--- config.mk ---
export PLATFORM = sky130hd
export DESIGN_NAME = axi_mem_width_adapter
export DESIGN_NICKNAME = d
export VERILOG_FILES = /design/src/rtl/axi_mem_width_adapter.sv
export SDC_FILE = /design/constraint.sdc
export NUM_CORES = 1
export LEC_CHECK = 0
export CORE_AREA = 4 4 256 258
export DETAILED_ROUTE_END_ITERATION = 16
export DIE_AREA = 0 0 260 262
export GPL_ROUTABILITY_DRIVEN = 0
export PLACE_DENSITY = 0.44
export SYNTH_ARGS = -nofsm -noshare
export SYNTH_HDL_FRONTEND = slang
export SYNTH_SLANG_ARGS = --single-unit
--- constraint.sdc ---
create_clock -name clk_i -period 8.85 [get_ports clk_i]
set_input_delay 0.885 -clock clk_i [delete_from_list [all_inputs] [get_ports clk_i]]
set_output_delay 0.885 -clock clk_i [all_outputs]
set_load 0.02 [all_outputs]
--- src/rtl/axi_mem_width_adapter.sv ---
// AXI4 narrow-to-wide data upsizer: AW/AR/B pass straight through, W/R data is steered per beat
// from a per-direction tracker FIFO plus beat-address engine. No added latency on any channel.

module axi_mwa_fifo #(
  parameter int W     = 8,
  parameter int DEPTH = 4
) (
  input  logic         clk_i,
  input  logic         rst_i,
  input  logic         push_i,
  input  logic [W-1:0] din_i,
  input  logic         pop_i,
  output logic [W-1:0] dout_o,
  output logic         full_o,
  output logic         empty_o
);
  localparam int PW = $clog2(DEPTH);

  logic [W-1:0] mem_q [DEPTH];
  logic [PW-1:0] wptr_q, rptr_q;
  logic [PW:0]   cnt_q, cnt_d;
  logic          do_push, do_pop;

  assign full_o  = (cnt_q == (PW+1)'(DEPTH));
  assign empty_o = (cnt_q == '0);
  assign dout_o  = mem_q[rptr_q];
  assign do_pop  = pop_i & ~empty_o;
  // A full FIFO may still take a push when the head leaves in the same cycle.
  assign do_push = push_i & (~full_o | do_pop);

  always_comb begin
    cnt_d = cnt_q;
    if (do_push && !do_pop) cnt_d = cnt_q + 1'b1;
    if (!do_push && do_pop) cnt_d = cnt_q - 1'b1;
  end

  always_ff @(posedge clk_i) begin
    if (rst_i) begin
      wptr_q <= '0;
      rptr_q <= '0;
      cnt_q  <= '0;
    end else begin
      cnt_q <= cnt_d;
      if (do_push) wptr_q <= wptr_q + 1'b1;
      if (do_pop)  rptr_q <= rptr_q + 1'b1;
    end
  end

  always_ff @(posedge clk_i) begin
    if (do_push) mem_q[wptr_q] <= din_i;
  end
endmodule

module axi_mem_width_adapter #(
  parameter int ID_W        = 4,
  parameter int ADDR_W      = 28,
  parameter int NARROW_W    = 64,
  parameter int WIDE_W      = 128,
  parameter int OUTSTANDING = 4,
  parameter int REPLICATE   = 1
) (
  input  logic                  clk_i,
  input  logic                  rst_i,
  input  logic [ID_W-1:0]       s_awid_i,
  input  logic [ADDR_W-1:0]     s_awaddr_i,
  input  logic [7:0]            s_awlen_i,
  input  logic [2:0]            s_awsize_i,
  input  logic [1:0]            s_awburst_i,
  input  logic                  s_awlock_i,
  input  logic [3:0]            s_awcache_i,
  input  logic [2:0]            s_awprot_i,
  input  logic                  s_awvalid_i,
  output logic                  s_awready_o,
  input  logic [NARROW_W-1:0]   s_wdata_i,
  input  logic [NARROW_W/8-1:0] s_wstrb_i,
  input  logic                  s_wlast_i,
  input  logic                  s_wvalid_i,
  output logic                  s_wready_o,
  output logic [ID_W-1:0]       s_bid_o,
  output logic [1:0]            s_bresp_o,
  output logic                  s_bvalid_o,
  input  logic                  s_bready_i,
  input  logic [ID_W-1:0]       s_arid_i,
  input  logic [ADDR_W-1:0]     s_araddr_i,
  input  logic [7:0]            s_arlen_i,
  input  logic [2:0]            s_arsize_i,
  input  logic [1:0]            s_arburst_i,
  input  logic                  s_arlock_i,
  input  logic [3:0]            s_arcache_i,
  input  logic [2:0]            s_arprot_i,
  input  logic                  s_arvalid_i,
  output logic                  s_arready_o,
  output logic [ID_W-1:0]       s_rid_o,
  output logic [NARROW_W-1:0]   s_rdata_o,
  output logic [1:0]            s_rresp_o,
  output logic                  s_rlast_o,
  output logic                  s_rvalid_o,
  input  logic                  s_rready_i,
  output logic [ID_W-1:0]       m_awid_o,
  output logic [ADDR_W-1:0]     m_awaddr_o,
  output logic [7:0]            m_awlen_o,
  output logic [2:0]            m_awsize_o,
  output logic [1:0]            m_awburst_o,
  output logic                  m_awlock_o,
  output logic [3:0]            m_awcache_o,
  output logic [2:0]            m_awprot_o,
  output logic                  m_awvalid_o,
  input  logic                  m_awready_i,
  output logic [WIDE_W-1:0]     m_wdata_o,
  output logic [WIDE_W/8-1:0]   m_wstrb_o,
  output logic                  m_wlast_o,
  output logic                  m_wvalid_o,
  input  logic                  m_wready_i,
  input  logic [ID_W-1:0]       m_bid_i,
  input  logic [1:0]            m_bresp_i,
  input  logic                  m_bvalid_i,
  output logic                  m_bready_o,
  output logic [ID_W-1:0]       m_arid_o,
  output logic [ADDR_W-1:0]     m_araddr_o,
  output logic [7:0]            m_arlen_o,
  output logic [2:0]            m_arsize_o,
  output logic [1:0]            m_arburst_o,
  output logic                  m_arlock_o,
  output logic [3:0]            m_arcache_o,
  output logic [2:0]            m_arprot_o,
  output logic                  m_arvalid_o,
  input  logic                  m_arready_i,
  input  logic [ID_W-1:0]       m_rid_i,
  input  logic [WIDE_W-1:0]     m_rdata_i,
  input  logic [1:0]            m_rresp_i,
  input  logic                  m_rlast_i,
  input  logic                  m_rvalid_i,
  output logic                  m_rready_o
);
  localparam int NBYTES = NARROW_W / 8;
  localparam int LB     = $clog2(WIDE_W / 8);
  localparam int NB     = $clog2(NARROW_W / 8);
  localparam int RATIO  = WIDE_W / NARROW_W;

  typedef struct packed {
    logic [LB-1:0] addr;
    logic [2:0]    size;
    logic [7:0]    len;
    logic [1:0]    burst;
  } trk_t;

  function automatic logic [LB-1:0] next_addr(input logic [LB-1:0] a, input trk_t t);
    logic [LB-1:0] step, mask;
    step = LB'(1) << t.size;
    mask = LB'(((16'(t.len) + 16'd1) << t.size) - 16'd1);
    case (t.burst)
      2'b00:   next_addr = a;
      2'b10:   next_addr = (a & ~mask) | ((a + step) & mask);
      default: next_addr = a + step;
    endcase
  endfunction

  // ---------------- write path ----------------
  trk_t          wh, wpush;
  logic          w_full, w_empty, aw_push, w_hs, w_pop;
  logic [LB-1:0] waddr_q, waddr_d, wcur;
  logic [7:0]    wcnt_q, wcnt_d;
  logic [LB-NB-1:0] wlane;

  assign m_awid_o    = s_awid_i;
  assign m_awaddr_o  = s_awaddr_i;
  assign m_awlen_o   = s_awlen_i;
  assign m_awsize_o  = s_awsize_i;
  assign m_awburst_o = s_awburst_i;
  assign m_awlock_o  = s_awlock_i;
  assign m_awcache_o = s_awcache_i;
  assign m_awprot_o  = s_awprot_i;
  assign m_awvalid_o = s_awvalid_i & ~w_full & ~rst_i;
  assign s_awready_o = m_awready_i & ~w_full & ~rst_i;
  assign aw_push     = s_awvalid_i & s_awready_o;
  assign wpush       = '{addr: s_awaddr_i[LB-1:0], size: s_awsize_i, len: s_awlen_i, burst: s_awburst_i};

  axi_mwa_fifo #(.W($bits(trk_t)), .DEPTH(OUTSTANDING)) u_wfifo (
    .clk_i(clk_i), .rst_i(rst_i), .push_i(aw_push), .din_i(wpush),
    .pop_i(w_pop), .dout_o(wh), .full_o(w_full), .empty_o(w_empty)
  );

  assign m_wvalid_o = s_wvalid_i & ~w_empty & ~rst_i;
  assign s_wready_o = m_wready_i & ~w_empty & ~rst_i;
  assign w_hs       = s_wvalid_i & s_wready_o;
  assign w_pop      = w_hs & s_wlast_i;
  // Beat 0 takes its address straight from the FIFO head; later beats use the engine.
  assign wcur       = (wcnt_q == 8'd0) ? wh.addr : waddr_q;
  assign wlane      = wcur[LB-1:NB];
  assign m_wdata_o  = {RATIO{s_wdata_i}};
  assign m_wstrb_o  = {{(WIDE_W/8-NBYTES){1'b0}}, s_wstrb_i} << (int'(wlane) * NBYTES);
  assign m_wlast_o  = s_wlast_i;

  always_comb begin
    waddr_d = waddr_q;
    wcnt_d  = wcnt_q;
    if (w_hs) begin
      waddr_d = next_addr(wcur, wh);
      wcnt_d  = s_wlast_i ? 8'd0 : wcnt_q + 8'd1;
    end
  end

  always_ff @(posedge clk_i) begin
    if (rst_i) begin
      waddr_q <= '0;
      wcnt_q  <= '0;
    end else begin
      waddr_q <= waddr_d;
      wcnt_q  <= wcnt_d;
    end
  end

  assign s_bid_o    = m_bid_i;
  assign s_bresp_o  = m_bresp_i;
  assign s_bvalid_o = m_bvalid_i & ~rst_i;
  assign m_bready_o = s_bready_i & ~rst_i;

  // ---------------- read path ----------------
  trk_t          rh, rpush;
  logic          r_full, r_empty, ar_push, r_hs, r_pop;
  logic [LB-1:0] raddr_q, raddr_d, rcur;
  logic [7:0]    rcnt_q, rcnt_d;
  logic [LB-NB-1:0] rlane;
  logic [NARROW_W-1:0] rraw, rshift, rdata;

  assign m_arid_o    = s_arid_i;
  assign m_araddr_o  = s_araddr_i;
  assign m_arlen_o   = s_arlen_i;
  assign m_arsize_o  = s_arsize_i;
  assign m_arburst_o = s_arburst_i;
  assign m_arlock_o  = s_arlock_i;
  assign m_arcache_o = s_arcache_i;
  assign m_arprot_o  = s_arprot_i;
  assign m_arvalid_o = s_arvalid_i & ~r_full & ~rst_i;
  assign s_arready_o = m_arready_i & ~r_full & ~rst_i;
  assign ar_push     = s_arvalid_i & s_arready_o;
  assign rpush       = '{addr: s_araddr_i[LB-1:0], size: s_arsize_i, len: s_arlen_i, burst: s_arburst_i};

  axi_mwa_fifo #(.W($bits(trk_t)), .DEPTH(OUTSTANDING)) u_rfifo (
    .clk_i(clk_i), .rst_i(rst_i), .push_i(ar_push), .din_i(rpush),
    .pop_i(r_pop), .dout_o(rh), .full_o(r_full), .empty_o(r_empty)
  );

  assign m_rready_o = s_rready_i & ~r_empty & ~rst_i;
  assign s_rvalid_o = m_rvalid_i & ~r_empty & ~rst_i;
  assign s_rid_o    = m_rid_i;
  assign s_rresp_o  = m_rresp_i;
  assign s_rlast_o  = m_rlast_i;
  assign r_hs       = m_rvalid_i & m_rready_o;
  assign r_pop      = r_hs & m_rlast_i;
  assign rcur       = (rcnt_q == 8'd0) ? rh.addr : raddr_q;
  assign rlane      = rcur[LB-1:NB];
  assign rraw       = m_rdata_i[int'(rlane) * NARROW_W +: NARROW_W];
  assign rshift     = rraw >> (int'(rcur[NB-1:0]) * 8);
  assign s_rdata_o  = rdata;

  always_comb begin
    rdata = rraw;
    if (REPLICATE != 0 && int'(rh.size) < NB) begin
      for (int i = 0; i < NBYTES; i++) begin
        rdata[i*8 +: 8] = rshift[(i & ((1 << rh.size) - 1)) * 8 +: 8];
      end
    end
  end

  always_comb begin
    raddr_d = raddr_q;
    rcnt_d  = rcnt_q;
    if (r_hs) begin
      raddr_d = next_addr(rcur, rh);
      rcnt_d  = m_rlast_i ? 8'd0 : rcnt_q + 8'd1;
    end
  end

  always_ff @(posedge clk_i) begin
    if (rst_i) begin
      raddr_q <= '0;
      rcnt_q  <= '0;
    end else begin
      raddr_q <= raddr_d;
      rcnt_q  <= rcnt_d;
    end
  end

  // Protocol errors are forwarded untouched; these only flag them.
  a_wlast_len: assert property (@(posedge clk_i) disable iff (rst_i)
    (w_hs && s_wlast_i) |-> (wcnt_q == wh.len));
  a_aw_size: assert property (@(posedge clk_i) disable iff (rst_i)
    aw_push |-> (int'(s_awsize_i) <= NB));
  a_ar_size: assert property (@(posedge clk_i) disable iff (rst_i)
    ar_push |-> (int'(s_arsize_i) <= NB));
endmodule

Fig. 1: placement by cell class
Drawn at 2 px/µm. Fill, decap, tap and diode cells in grey.
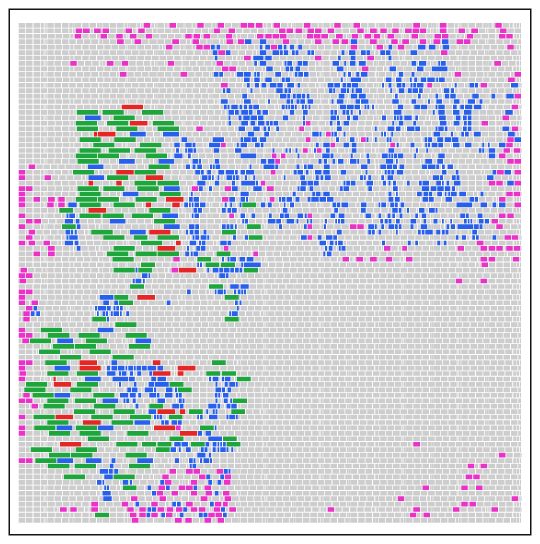
Blue is combinational and other logic, cells 953. Green is sequential cells, cells 146. Magenta is remaining buffers and delay cells, cells 319. Red is clock drivers and dummy loads, cells 32.
Finished Cell Area: 15700 µm²
number of rows in the core area: 92
sequential share of cell area: 25.2%
core outline area: 63000 µm²

==> impl_results.rst <==
Synthesis and place-and-route
=============================

.. list-table::
   :header-rows: 1

   * - Metric
     - Value
   * - Critical Path Source Type
     - flip-flop
   * - Diode count
     - 3
   * - Total of plain and repair buffers excluding clock buffers
     - 319
   * - Final net count
     - 1798
   * - Post-synth EDFFs
     - 104
   * - Type of the setup path with the least slack
     - reg -> out
   * - First-pass iteration count of the detailed router
     - 8
   * - Top contributor to total power
     - clock
   * - Final Critical Period
     - 7100 ps
   * - Post-synth seq share
     - 30.2%
   * - Logic depth of the worst path, buffers included
     - 11
   * - Total CTS buffers
     - 17
   * - Actual slew at the worst max-slew pin
     - 1240 ps
   * - Buffer and inverter count on the worst path
     - 2
   * - Proportion of netlist area held by the largest area contributor
     - 23.8%
   * - Highest metal layer used by the detailed router
     - met5
   * - F_max
     - 141 MHz
   * - Number of buffers on the longest clock path
     - 2
   * - Crit path top cell by count
     - sky130_fd_sc_hd__mux2i_1
   * - Reg2reg path depth
     - 12
   * - Wire length of the first global-routing pass
     - 95000 µm
   * - Multi-input combinational cell count
     - 917
   * - Met2 layer usage reported by global route
     - 27.6%
   * - Yosys stat cell total
     - 1435
   * - Dpl ws
     - 2160 ps
   * - DR iter-0 viols
     - 1345
   * - Number of sinks handled by clock tree synthesis
     - 146
   * - Maximum fanout encountered on the critical timing path
     - 22
   * - Cell internal power dissipation
     - 1500 µW
   * - Number of failing setup endpoints in the final timing report
     - 0
   * - Sink of the worst hold path
     - raddr_q[1]
   * - Fraction of synthesized area in multiplexers
     - 13.2%
   * - Vias in the first global route
     - 11300
   * - Post-DP HPWL
     - 58300 µm
   * - Clock-pin slew reported for the worst setup and hold paths after clock tree synthesis
     - 60 ps
   * - Status
     - completed
   * - Busiest metal layer after global routing
     - met2
   * - Met1 global-route usage
     - 22.0%
   * - Summed standard-cell area reported by yosys
     - 13100 µm²
   * - Fraction of power spent switching nets
     - 30.3%
   * - Met3 routed wirelength
     - 15100 µm
   * - Non-clock buffering overhead in the final layout
     - 19.9%
   * - Number of buffers added to fix hold violations after cts
     - 0
   * - DR WL met2
     - 29100 µm
   * - Worst hold path depth
     - 2
   * - Non-clock inverter total of the final layout
     - 36
   * - Synthesis-to-layout area growth
     - 20.0%
   * - Placed standard-cell area
     - 15100 µm²
   * - Netlist area before placement
     - 13100 µm²
   * - Portion of total power attributed to combinational logic
     - 28.2%
   * - Hold Vio Cnt, Final
     - 0
   * - Total Power Consumption
     - 2150 µW
   * - Count of nets left with antenna violations after detail routing
     - 0
   * - Relative slew margins
     - 16.6%
   * - Worst r2r dst
     - raddr_q[3]
   * - Distinct cells, synth
     - 76
   * - Number of maximum-capacitance constraint violations
     - 0
   * - Drt via density
     - 5.08
   * - Most frequent logic cell in the layout
     - sky130_fd_sc_hd__clkdlybuf4s50_1
Fig. 2: where the registers sit
Drawn at 2 px/µm. Other sequential cells in the stronger grey, the rest of the logic in the fainter grey.
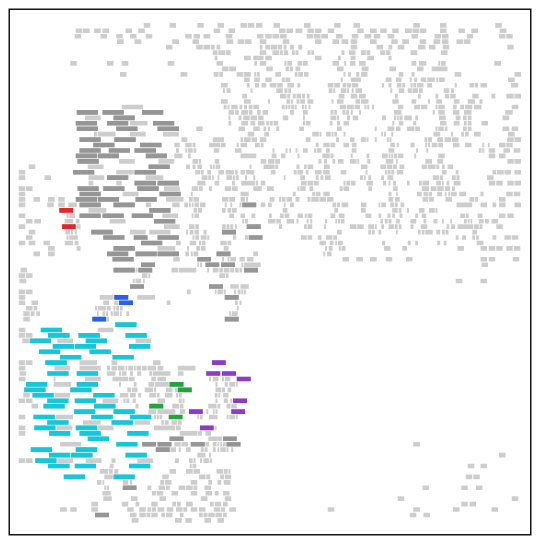
Green is waddr_q, sequential cells 4. Purple is wcnt_q, sequential cells 8, where south. Cyan is u_wfifo.mem_q, sequential cells 52, where south-west. Blue is u_rfifo.cnt_q, sequential cells 3. Red is u_rfifo.wptr_q, sequential cells 2.
Another 77 sequential cells are not coloured.
Layout Utilization: 25.0%
sequential-cell power consumption: 744 µW
footprint of the flip-flops and latches: 3960 µm²

Power is estimated from default activity; no workload was simulated.
